==> config.mk <==
export PLATFORM = sky130hd
export DESIGN_NAME = seq_ser_gen_flat
export DESIGN_NICKNAME = d
export VERILOG_FILES = /design/src/rtl/seq_ser_gen_if.sv /design/src/rtl/seq_ser_gen.sv /design/src/flat_wrapper.sv
export SDC_FILE = /design/constraint.sdc
export NUM_CORES = 1
export LEC_CHECK = 0
export CORE_AREA = 2 2 141 74
export CTS_CLUSTER_SIZE = 40
export DETAILED_ROUTE_END_ITERATION = 8
export DIE_AREA = 0 0 143 76
export GPL_ROUTABILITY_DRIVEN = 0
export GPL_TIMING_DRIVEN = 0
export PLACE_DENSITY = 0.62
export SETUP_SLACK_MARGIN = 0.02
export SLEW_MARGIN = 20
export SYNTH_ARGS = -nofsm -noshare
export SYNTH_HDL_FRONTEND = slang
export SYNTH_SLANG_ARGS = --single-unit
==> constraint.sdc <==
create_clock -name clk -period 3.1 [get_ports clk]
set_clock_uncertainty 0.15 [all_clocks]
set_input_delay 0.62 -clock clk [delete_from_list [all_inputs] [get_ports clk]]
set_output_delay 0.62 -clock clk [all_outputs]
set_load 0.01 [all_outputs]
==> src/rtl/seq_ser_gen_if.sv <==
// Load handshake and serial output bundle for the pattern serializer.
`timescale 1ns/1ps
interface seq_ser_gen_if #(
    parameter int WIDTH = 8,
    parameter int LEN_W = 4,
    parameter int CNT_W = 8
);
    logic             load_valid;
    logic             load_ready;
    logic [WIDTH-1:0] pattern;
    logic [LEN_W-1:0] pat_len;
    logic [CNT_W-1:0] reps;
    logic [CNT_W-1:0] gap;
    logic             ser_out;
    logic             ser_valid;
    logic             pat_end;
    logic             busy;
    logic             done;

    modport master (
        output load_valid, pattern, pat_len, reps, gap,
        input  load_ready, ser_out, ser_valid, pat_end, busy, done
    );

    modport slave (
        input  load_valid, pattern, pat_len, reps, gap,
        output load_ready, ser_out, ser_valid, pat_end, busy, done
    );
endinterface

==> src/rtl/seq_ser_gen.sv <==
// Serializes a latched parallel pattern MSB-first, repeating it a
// programmable number of times with an optional idle gap in between.
`timescale 1ns/1ps
module seq_ser_gen #(
    parameter int WIDTH = 8,
    parameter int LEN_W = 4,
    parameter int CNT_W = 8
) (
    input  logic         clk,
    input  logic         rst,
    seq_ser_gen_if.slave bus
);
    typedef enum logic [1:0] {IDLE, SHIFT, GAP} state_t;

    localparam logic [LEN_W-1:0] WIDTH_L = LEN_W'(WIDTH);
    localparam logic [LEN_W-1:0] ONE_L   = LEN_W'(1);
    localparam logic [CNT_W-1:0] ONE_C   = CNT_W'(1);

    state_t           state;
    logic [WIDTH-1:0] pat_r;
    logic [LEN_W-1:0] len_r;
    logic [CNT_W-1:0] gap_r;
    logic [CNT_W-1:0] rep_cnt;
    logic [CNT_W-1:0] gap_cnt;
    logic [LEN_W-1:0] idx;

    logic ser_out_r, ser_valid_r, pat_end_r, busy_r, done_r, ready_r;

    logic [LEN_W-1:0] ld_len;
    logic [CNT_W-1:0] ld_reps;
    logic [LEN_W-1:0] idx_nxt;
    logic             last_bit;

    // Bit at position pos of the transmit order (pos 0 is bit len-1).
    function automatic logic bit_at(input logic [WIDTH-1:0] pat,
                                    input logic [LEN_W-1:0] len,
                                    input logic [LEN_W-1:0] pos);
        logic [LEN_W-1:0] sel;
        logic [WIDTH-1:0] tmp;
        sel = len - ONE_L - pos;
        tmp = pat >> sel;
        return tmp[0];
    endfunction

    // Load-time field normalisation and bit-index helpers.
    always_comb begin
        ld_len   = bus.pat_len;
        ld_reps  = bus.reps;
        if (bus.pat_len == '0 || bus.pat_len > WIDTH_L) ld_len = WIDTH_L;
        if (bus.reps == '0) ld_reps = ONE_C;
        idx_nxt  = idx + ONE_L;
        last_bit = (idx == len_r - ONE_L);
    end

    // Control FSM with registered outputs; latched fields are not reset.
    always_ff @(posedge clk) begin
        if (!rst) begin
            state       <= IDLE;
            ser_out_r   <= 1'b0;
            ser_valid_r <= 1'b0;
            pat_end_r   <= 1'b0;
            busy_r      <= 1'b0;
            done_r      <= 1'b0;
            ready_r     <= 1'b1;
            idx         <= '0;
            gap_cnt     <= '0;
            rep_cnt     <= '0;
        end else begin
            case (state)
                IDLE: begin
                    done_r      <= 1'b0;
                    ser_out_r   <= 1'b0;
                    ser_valid_r <= 1'b0;
                    pat_end_r   <= 1'b0;
                    if (bus.load_valid && ready_r) begin
                        pat_r       <= bus.pattern;
                        len_r       <= ld_len;
                        gap_r       <= bus.gap;
                        rep_cnt     <= ld_reps;
                        idx         <= '0;
                        state       <= SHIFT;
                        ser_out_r   <= bit_at(bus.pattern, ld_len, '0);
                        ser_valid_r <= 1'b1;
                        pat_end_r   <= (ld_len == ONE_L);
                        busy_r      <= 1'b1;
                        ready_r     <= 1'b0;
                    end
                end
                SHIFT: begin
                    if (last_bit) begin
                        if (rep_cnt == ONE_C) begin
                            state       <= IDLE;
                            ser_out_r   <= 1'b0;
                            ser_valid_r <= 1'b0;
                            pat_end_r   <= 1'b0;
                            busy_r      <= 1'b0;
                            done_r      <= 1'b1;
                            ready_r     <= 1'b1;
                        end else begin
                            rep_cnt <= rep_cnt - ONE_C;
                            if (gap_r != '0) begin
                                state       <= GAP;
                                gap_cnt     <= ONE_C;
                                ser_out_r   <= 1'b0;
                                ser_valid_r <= 1'b0;
                                pat_end_r   <= 1'b0;
                            end else begin
                                // Zero gap: next repetition follows with no bubble.
                                idx         <= '0;
                                ser_out_r   <= bit_at(pat_r, len_r, '0);
                                ser_valid_r <= 1'b1;
                                pat_end_r   <= (len_r == ONE_L);
                            end
                        end
                    end else begin
                        idx         <= idx_nxt;
                        ser_out_r   <= bit_at(pat_r, len_r, idx_nxt);
                        ser_valid_r <= 1'b1;
                        pat_end_r   <= (idx_nxt == len_r - ONE_L);
                    end
                end
                GAP: begin
                    // gap_cnt numbers the idle cycle currently on the line.
                    if (gap_cnt == gap_r) begin
                        state       <= SHIFT;
                        idx         <= '0;
                        ser_out_r   <= bit_at(pat_r, len_r, '0);
                        ser_valid_r <= 1'b1;
                        pat_end_r   <= (len_r == ONE_L);
                    end else begin
                        gap_cnt <= gap_cnt + ONE_C;
                    end
                end
                default: state <= IDLE;
            endcase
        end
    end

    assign bus.ser_out    = ser_out_r;
    assign bus.ser_valid  = ser_valid_r;
    assign bus.pat_end    = pat_end_r;
    assign bus.busy       = busy_r;
    assign bus.done       = done_r;
    assign bus.load_ready = ready_r;
endmodule

==> src/flat_wrapper.sv <==
// flat-port wrapper written by rule: the top's interface ports become plain ports
module seq_ser_gen_flat 
#(
    parameter int WIDTH = 8,
    parameter int LEN_W = 4,
    parameter int CNT_W = 8
)
  (clk, rst, bus_load_valid, bus_pattern, bus_pat_len, bus_reps, bus_gap, bus_load_ready, bus_ser_out, bus_ser_valid, bus_pat_end, bus_busy, bus_done);
  seq_ser_gen_if #(.WIDTH(WIDTH), .LEN_W(LEN_W), .CNT_W(CNT_W)) bus_i ();
  input  logic clk;
  input  logic rst;
  input wire logic [$bits(bus_i.load_valid)-1:0] bus_load_valid;
  input wire logic [$bits(bus_i.pattern)-1:0] bus_pattern;
  input wire logic [$bits(bus_i.pat_len)-1:0] bus_pat_len;
  input wire logic [$bits(bus_i.reps)-1:0] bus_reps;
  input wire logic [$bits(bus_i.gap)-1:0] bus_gap;
  output wire logic [$bits(bus_i.load_ready)-1:0] bus_load_ready;
  output wire logic [$bits(bus_i.ser_out)-1:0] bus_ser_out;
  output wire logic [$bits(bus_i.ser_valid)-1:0] bus_ser_valid;
  output wire logic [$bits(bus_i.pat_end)-1:0] bus_pat_end;
  output wire logic [$bits(bus_i.busy)-1:0] bus_busy;
  output wire logic [$bits(bus_i.done)-1:0] bus_done;
  assign bus_i.load_valid = bus_load_valid;
  assign bus_i.pattern = bus_pattern;
  assign bus_i.pat_len = bus_pat_len;
  assign bus_i.reps = bus_reps;
  assign bus_i.gap = bus_gap;
  assign bus_load_ready = bus_i.load_ready;
  assign bus_ser_out = bus_i.ser_out;
  assign bus_ser_valid = bus_i.ser_valid;
  assign bus_pat_end = bus_i.pat_end;
  assign bus_busy = bus_i.busy;
  assign bus_done = bus_i.done;
  seq_ser_gen #(.WIDTH(WIDTH), .LEN_W(LEN_W), .CNT_W(CNT_W)) u_core (.clk(clk), .rst(rst), .bus(bus_i));
endmodule
**Cells by drive strength**

Scale: 2 px per um.
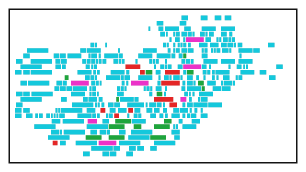
- red: x3 and x4 (cells 10; share 2.9%)
- magenta: x6 and larger (cells 7; share 2.0%)
- green: x2 (cells 16; share 4.6%)
- cyan: x1 and smaller (cells 316; share 91%)
area growth from synthesis to layout: 25.0%
Non-CTS buffers: 49
finished layout cell area: 3680 sq um
final setup margin: 209 ps

**Cell classes on the final placement**

Scale: 4 px per um.
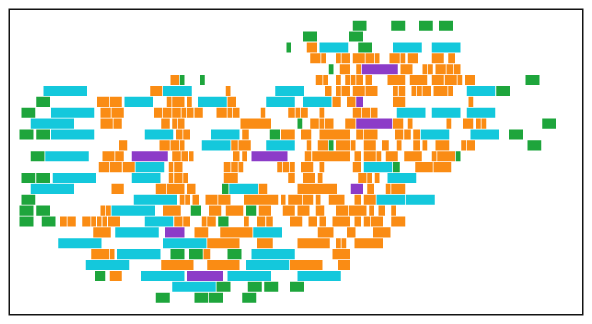
- orange: remaining logic cells (cells 244; share of their area 50%)
- cyan: registers (cells 48; share of their area 33%)
- purple: clock drivers and dummy loads (cells 8; share of their area 4.4%)
- green: remaining buffers and delay cells (cells 49; share of their area 12%)
Finished Core Util: 37.5%
row count: 26

==> ci_impl_report.md <==
### Flow metrics

| Metric | Value |
|---|---|
| Cell area power density | `590 nW/um^2` |
| Outcome | `finished clean` |
| Fill count | `986` |
| Met1 Use GR | `23.6%` |
| Logic Gate Count | `225` |
| Layout cells sized above 1 | `9.46%` |
| Max_cap viols | `0` |
| Slowest stage delay, CP | `450 ps` |
| Met3 usage | `3.65%` |
| Logic area | `1690 sq um` |
| Worst Hold Depth | `2` |
| Met2 usage | `19.2%` |
| Cell taking the most area after synthesis | `edfxtp_1` |
| Fraction of the mapped netlist area in simple logic gates | `20.9%` |
| VDD IR max | `0.000227 V` |
| Headroom to the max-slew limit | `51.0%` |
| Final WL | `7.68 mm` |
| Mapped Nets | `348` |
| Vias/cell | `5.09` |
| Number of OpenROAD warnings | `32` |
| Clk_lat worst skew | `300 ps` |
| Hold Path Sink | `u_core.bus.busy` |
Power and IR drop assume default switching activity.
